$ cat src/rtl/hazard_unit.sv
// Load-use stall, branch flush and operand forwarding control for the 5-stage RV32I pipeline.
// Optional stall/flush performance counters are enabled by defining HAZARD_PERF_EN.
module hazard_unit #(
  parameter int REG_ADDR_W = 5,
  parameter int PERF_CNT_W = 32
) (
  input  logic                  clk,
  input  logic                  rst,
  input  logic                  rs1use_ID,
  input  logic                  rs2use_ID,
  input  logic [1:0]            hazard_optype_ID,
  input  logic [REG_ADDR_W-1:0] rd_ID,
  input  logic [REG_ADDR_W-1:0] rs1_ID,
  input  logic [REG_ADDR_W-1:0] rs2_ID,
  input  logic                  Branch_ID,
  output logic                  pc_en,
  output logic                  fd_en,
  output logic                  fd_flush,
  output logic                  de_flush,
  output logic [1:0]            forward_a,
  output logic [1:0]            forward_b,
  output logic                  forward_ls
`ifdef HAZARD_PERF_EN
  ,
  output logic [PERF_CNT_W-1:0] stall_cnt,
  output logic [PERF_CNT_W-1:0] flush_cnt
`endif
);

  localparam logic [1:0] OP_NONE  = 2'b00;
  localparam logic [1:0] OP_ALU   = 2'b01;
  localparam logic [1:0] OP_LOAD  = 2'b10;
  localparam logic [1:0] OP_STORE = 2'b11;

  logic [REG_ADDR_W-1:0] r_rdExe;
  logic [REG_ADDR_W-1:0] r_rdMem;
  logic [1:0]            r_optypeExe;
  logic [1:0]            r_optypeMem;
  logic                  r_lsExe;
  logic                  r_lsMem;

  logic w_writesExe;
  logic w_writesMem;
  logic w_rs1MatchExe;
  logic w_rs2MatchExe;
  logic w_rs1MatchMem;
  logic w_rs2MatchMem;
  logic w_stall;
  logic w_lsNext;

  // Only stages that actually write a nonzero register can supply a forwarded value.
  assign w_writesExe = ((r_optypeExe == OP_ALU) || (r_optypeExe == OP_LOAD)) && (r_rdExe != '0);
  assign w_writesMem = ((r_optypeMem == OP_ALU) || (r_optypeMem == OP_LOAD)) && (r_rdMem != '0);

  assign w_rs1MatchExe = rs1use_ID && (rs1_ID == r_rdExe) && w_writesExe;
  assign w_rs2MatchExe = rs2use_ID && (rs2_ID == r_rdExe) && w_writesExe;
  assign w_rs1MatchMem = rs1use_ID && (rs1_ID == r_rdMem) && w_writesMem;
  assign w_rs2MatchMem = rs2use_ID && (rs2_ID == r_rdMem) && w_writesMem;

  // A store whose data comes from the load ahead of it picks the data up in MEM instead of stalling.
  assign w_stall  = !rst && (r_optypeExe == OP_LOAD) &&
                    (w_rs1MatchExe || (w_rs2MatchExe && (hazard_optype_ID != OP_STORE)));
  assign w_lsNext = (r_optypeExe == OP_LOAD) && w_rs2MatchExe && (hazard_optype_ID == OP_STORE);

  function automatic logic [1:0] fwdSel(input logic mExe, input logic mMem,
                                        input logic [1:0] opExe, input logic [1:0] opMem);
    if (mExe)      return (opExe == OP_ALU) ? 2'b01 : 2'b00;
    else if (mMem) return (opMem == OP_ALU) ? 2'b10 : 2'b11;
    else           return 2'b00;
  endfunction

  always_comb begin
    pc_en      = 1'b1;
    fd_en      = 1'b1;
    fd_flush   = 1'b0;
    de_flush   = 1'b0;
    forward_a  = 2'b00;
    forward_b  = 2'b00;
    forward_ls = 1'b0;
    if (!rst) begin
      forward_ls = r_lsMem;
      if (w_stall) begin
        pc_en    = 1'b0;
        fd_en    = 1'b0;
        de_flush = 1'b1;
      end else begin
        fd_flush  = Branch_ID;
        forward_a = fwdSel(w_rs1MatchExe, w_rs1MatchMem, r_optypeExe, r_optypeMem);
        forward_b = fwdSel(w_rs2MatchExe, w_rs2MatchMem, r_optypeExe, r_optypeMem);
      end
    end
  end

  // A stall turns the instruction entering EXE into a bubble.
  always_ff @(posedge clk) begin
    if (rst) begin
      r_rdExe     <= '0;
      r_optypeExe <= OP_NONE;
      r_rdMem     <= '0;
      r_optypeMem <= OP_NONE;
      r_lsExe     <= 1'b0;
      r_lsMem     <= 1'b0;
    end else begin
      r_rdExe     <= w_stall ? '0 : rd_ID;
      r_optypeExe <= w_stall ? OP_NONE : hazard_optype_ID;
      r_rdMem     <= r_rdExe;
      r_optypeMem <= r_optypeExe;
      r_lsExe     <= w_stall ? 1'b0 : w_lsNext;
      r_lsMem     <= r_lsExe;
    end
  end

`ifdef HAZARD_PERF_EN
  logic [PERF_CNT_W-1:0] r_stallCnt;
  logic [PERF_CNT_W-1:0] r_flushCnt;

  always_ff @(posedge clk) begin
    if (rst) begin
      r_stallCnt <= '0;
      r_flushCnt <= '0;
    end else begin
      if (w_stall)  r_stallCnt <= r_stallCnt + 1'b1;
      if (fd_flush) r_flushCnt <= r_flushCnt + 1'b1;
    end
  end

  assign stall_cnt = r_stallCnt;
  assign flush_cnt = r_flushCnt;
`endif

endmodule

$ cat config.mk
export PLATFORM = sky130hd
export DESIGN_NAME = hazard_unit
export DESIGN_NICKNAME = d
export VERILOG_FILES = /design/src/rtl/hazard_unit.sv
export SDC_FILE = /design/constraint.sdc
export NUM_CORES = 1
export LEC_CHECK = 0
export CAP_MARGIN = 15
export CELL_PAD_IN_SITES_DETAIL_PLACEMENT = 1
export CELL_PAD_IN_SITES_GLOBAL_PLACEMENT = 1
export CORE_MARGIN = 2
export CORE_UTILIZATION = 25
export DETAILED_ROUTE_END_ITERATION = 10
export GPL_ROUTABILITY_DRIVEN = 1
export PLACE_DENSITY = 0.61
export SLEW_MARGIN = 30
export SYNTH_ARGS = -nofsm -noshare
export SYNTH_HDL_FRONTEND = slang
export SYNTH_SLANG_ARGS = --single-unit
$ cat constraint.sdc
create_clock -name clk -period 1.6 [get_ports clk]
set_input_delay 0.16 -clock clk [delete_from_list [all_inputs] [get_ports clk]]
set_output_delay 0.16 -clock clk [all_outputs]
set_load 0.05 [all_outputs]
==> metrics.yaml <==
logic_synthesis:
  yosysWarnings: 0
  avgSynthCellArea_um2: 10.0
  synth.net_count: 121
  synth.distinct_cells: 31
  ys_seq_share_pct: 33.3
  numSynthFlops: 16
  yosys_cells: 96
  ys_chip_area_um2: 962
power:
  leakage_nw: 0.687
  vdd_drop_max_mv: 0.233
  power_density_nw_per_um2: 546
routing:
  drcViolationCount: 0
  final_antenna_net_count: 0
  wirelength_um: 2980
  first_pass_iters: 3
  via_per_inst: 4.46
  num_vias: 884
global_route:
  grt_antenna_before_repair: 0
  grt_pass1_wl_um: 5090
  grt_pass1_vias: 979
  grt_max_degree: 20
  grt_usage_pct: 15.8
critical_path:
  r2r_start: "r_rdExe[2]"
  arrival_ns: 1.95
  critPathMaxFanout: 2
  critPathKind: "in -> out"
  timing.rr.end: "r_optypeExe[0]"
  crit_path_end_kind: "output pin"
  r2r_cells: 11
final_timing:
  slew_viol_final: 0
  fin_skew_ns: 0.00769
  setup_slack_ns: -0.508
  fmax_ghz: 0.474
  worstMarginPinSlew_ns: 0.334
  min_period_ns: 2.11
  setup_violations: 15
  hold_violations: 0
flow_run:
  maxCapViolations: 0
  warnings: 30
floorplan:
  rows: 22
  core_area_um2: 3690
  die_w_um: 66.0
outcome:
  violations: "negative setup slack"
  status: "complete, but fails checks"
worst_hold_path:
  hold-path-cell-count: 1
cts:
  htreeDepth: 1
  clk_path_buf_depth: 2
layout:
  mi_logic_area_um2: 727
placement:
  hpwl_um: 2230
[cells by family (layout without fill, tap and decap cells)]
kind of cell             count (synthesis)  in the layout  share of synthesized area (%)
buffers and inverters                    7             61                           4.29
flip-flops                              16             16                           33.3
AND-OR/OR-AND                            7              7                           6.76
AND/OR/NAND/NOR                         42             42                           32.5
adder cells (fa/ha/maj)                  3              3                           3.90
multiplexers                             1              1                           1.04
XOR/XNOR                                20             20                           18.2
[worst min-delay path by stage]
| stage | end | slack [ns] |
|---|---|---|
| after global placement | r_lsMem | 0.43 |
| final | r_lsMem | 0.47 |
| after floorplan | r_lsMem | 0.23 |
| after detailed placement | r_lsMem | 0.47 |
| after CTS | r_lsMem | 0.48 |
| after global routing | r_rdExe[3] | 0.49 |
[metal layers]
| layer | vias to the layer above | global-route usage (%) | wire [um] |
|---|---|---|---|
| li1 | 437 | - | - |
| met1 | 425 | 20.4 | 1310 |
| met2 | 18 | 27.1 | 1530 |
| met3 | 4 | 1.87 | 103 |
| met4 | 0 | 5.36 | 41 |
| met5 | - | 0 | 0 |
[Yosys cell counts]
cell type / instances
nor2_1: 5
nand4_1: 2
ha_1: 3
nor4_1: 3
a211oi_2: 1
and3_4: 1
inv_1: 3
buf_1: 1
nor2b_1: 8
nand2b_1: 2
nor3_2: 2
nor3b_1: 1
xor2_1: 8
a211oi_1: 1
buf_8: 1
a21oi_1: 2
nand3_1: 4
clkbuf_1: 1
buf_4: 1
nor4b_1: 1
nor3b_2: 7
mux2i_1: 1
o211a_4: 1
a21oi_2: 1
dfxtp_1: 16
nor4bb_2: 1
a211o_1: 1
or3b_4: 1
xnor2_1: 12
nor3_1: 2
nand2_1: 2
[metrics by stage]
| stage | util, % | area [um2] | instances | setup WS (ns) | TNS, ns |
|---|---|---|---|---|---|
| detailed placement | 43.2 | 1600 | 187 | -0.624 | -7.83 |
| global placement | 43.2 | 1600 | 187 | -0.532 | -7.05 |
| CTS | 47.9 | 1770 | 196 | -0.486 | -5.78 |
| global route | 48.4 | 1780 | 198 | -0.587 | -7.82 |
| finish | 48.4 | 1780 | 198 | -0.508 | -6.23 |
| floorplan | - | 1060 | 96 | -0.331 | -1.14 |
[critical path, cell delays in order]
cell and delay [ns]:
clkdlybuf4s50_1 0.44, xor2_1 0.16, nor4_1 0.28, nand3_1 0.17
a211o_1 0.30, a211oi_4 0.27, buf_12 0.17
[area by class of cell]
class | count | share of cell area (%)
Timing Repair Buffer | 55 | 33.9
Clock buffer | 3 | 2.31
Sequential cell | 16 | 19.0
Multi-Input combinational cell | 73 | 40.7
Tap cell | 48 | 3.37
Inverter | 3 | 0.631
[state kept, by name, indices dropped and copies added, names as in the netlist]
name / cells
r_lsExe: 1
r_rdExe: 5
r_optypeExe: 2
r_optypeMem: 2
r_lsMem: 1
r_rdMem: 5
[power breakdown]
group	total, mW	internal (mW)	switching, mW
combinational	0.233	0.136	0.0975
sequential	0.437	0.415	0.0215
clock	0.305	0.167	0.138
[repair_timing]
action                                  in CTS  in global routing
resized                                     32                  1
buffers inserted                             7                  2
pin swaps                                   11                  2
endpoints found under the setup margin      16                 16
hold buffers                                 0                  0
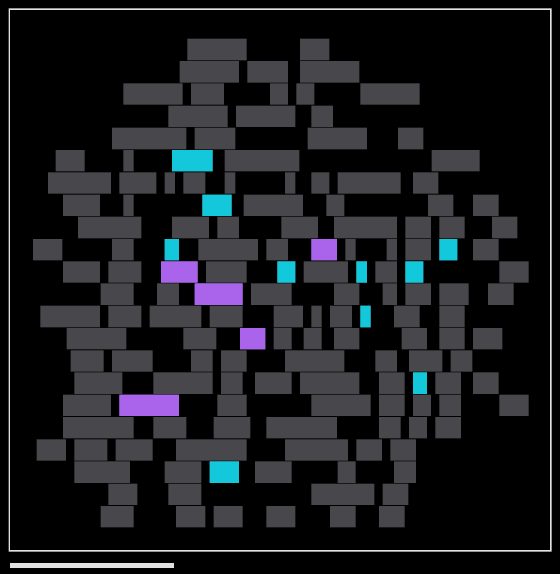
*Logic cells by family*
The bar under the picture is 20 um long.
family	colour	cells
NAND gates	cyan	10
inverting AOI/OAI gates	purple	5
Final Non-Filler Cells: 198
most instantiated logic cell after routing: buf_4
multi-input combinational area share: 40.7%

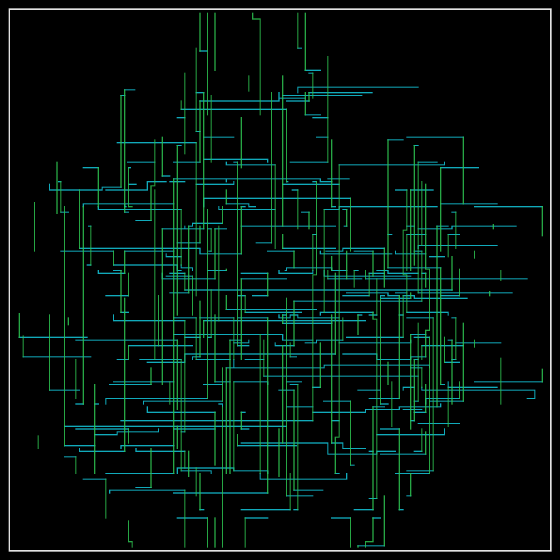
*Wiring by layer*
Two of the layers only.
layer	colour	wire length
met2	green	1530 um
met1	cyan	1310 um

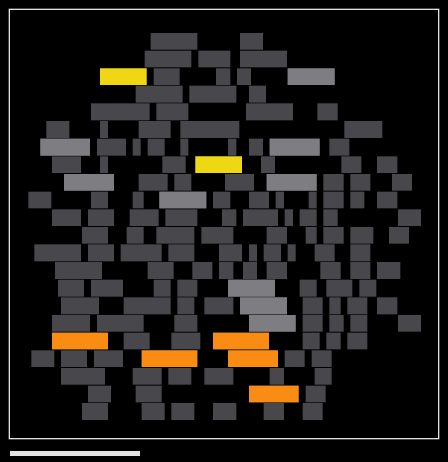
*Sequential cells coloured by netlist name*
The bar under the picture is 20 um long. Other sequential cells in the stronger grey, the rest of the logic in the fainter grey.
signal	colour	flops
r_optypeMem	yellow	2
r_rdExe	orange	5

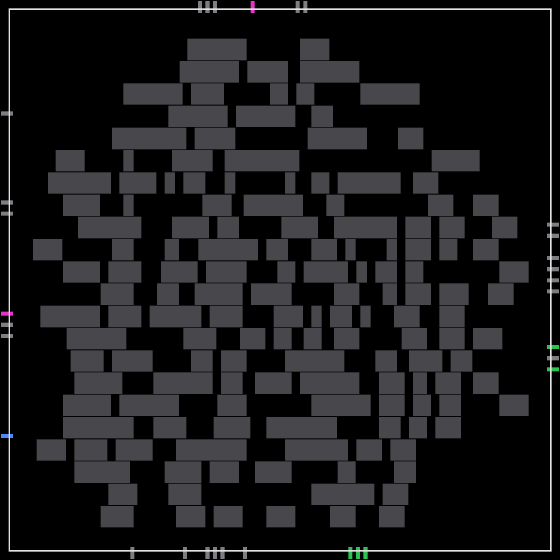
*Pin map*
Pins as bars across the die edge, other pins in grey.
port	colour	pins	direction	edge
Branch_ID	blue	1	input	west
forward_a	magenta	2	output	1 west, 1 north
rs1_ID	green	5	input	3 south, 2 east
all pins by edge	9 south, 9 east, 7 west, 6 north

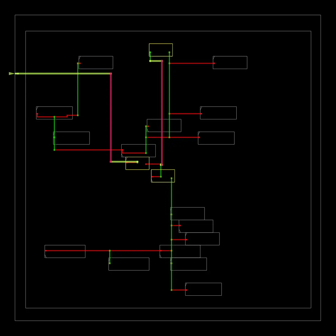
*Clock wiring as the flow saved it*
CTS Buf Count: 3
flop count: 16
sinks on the clock net: 16
clock network power: 0.305 mW
clock buffer count: 3

Power is estimated from default activity; no workload was simulated.
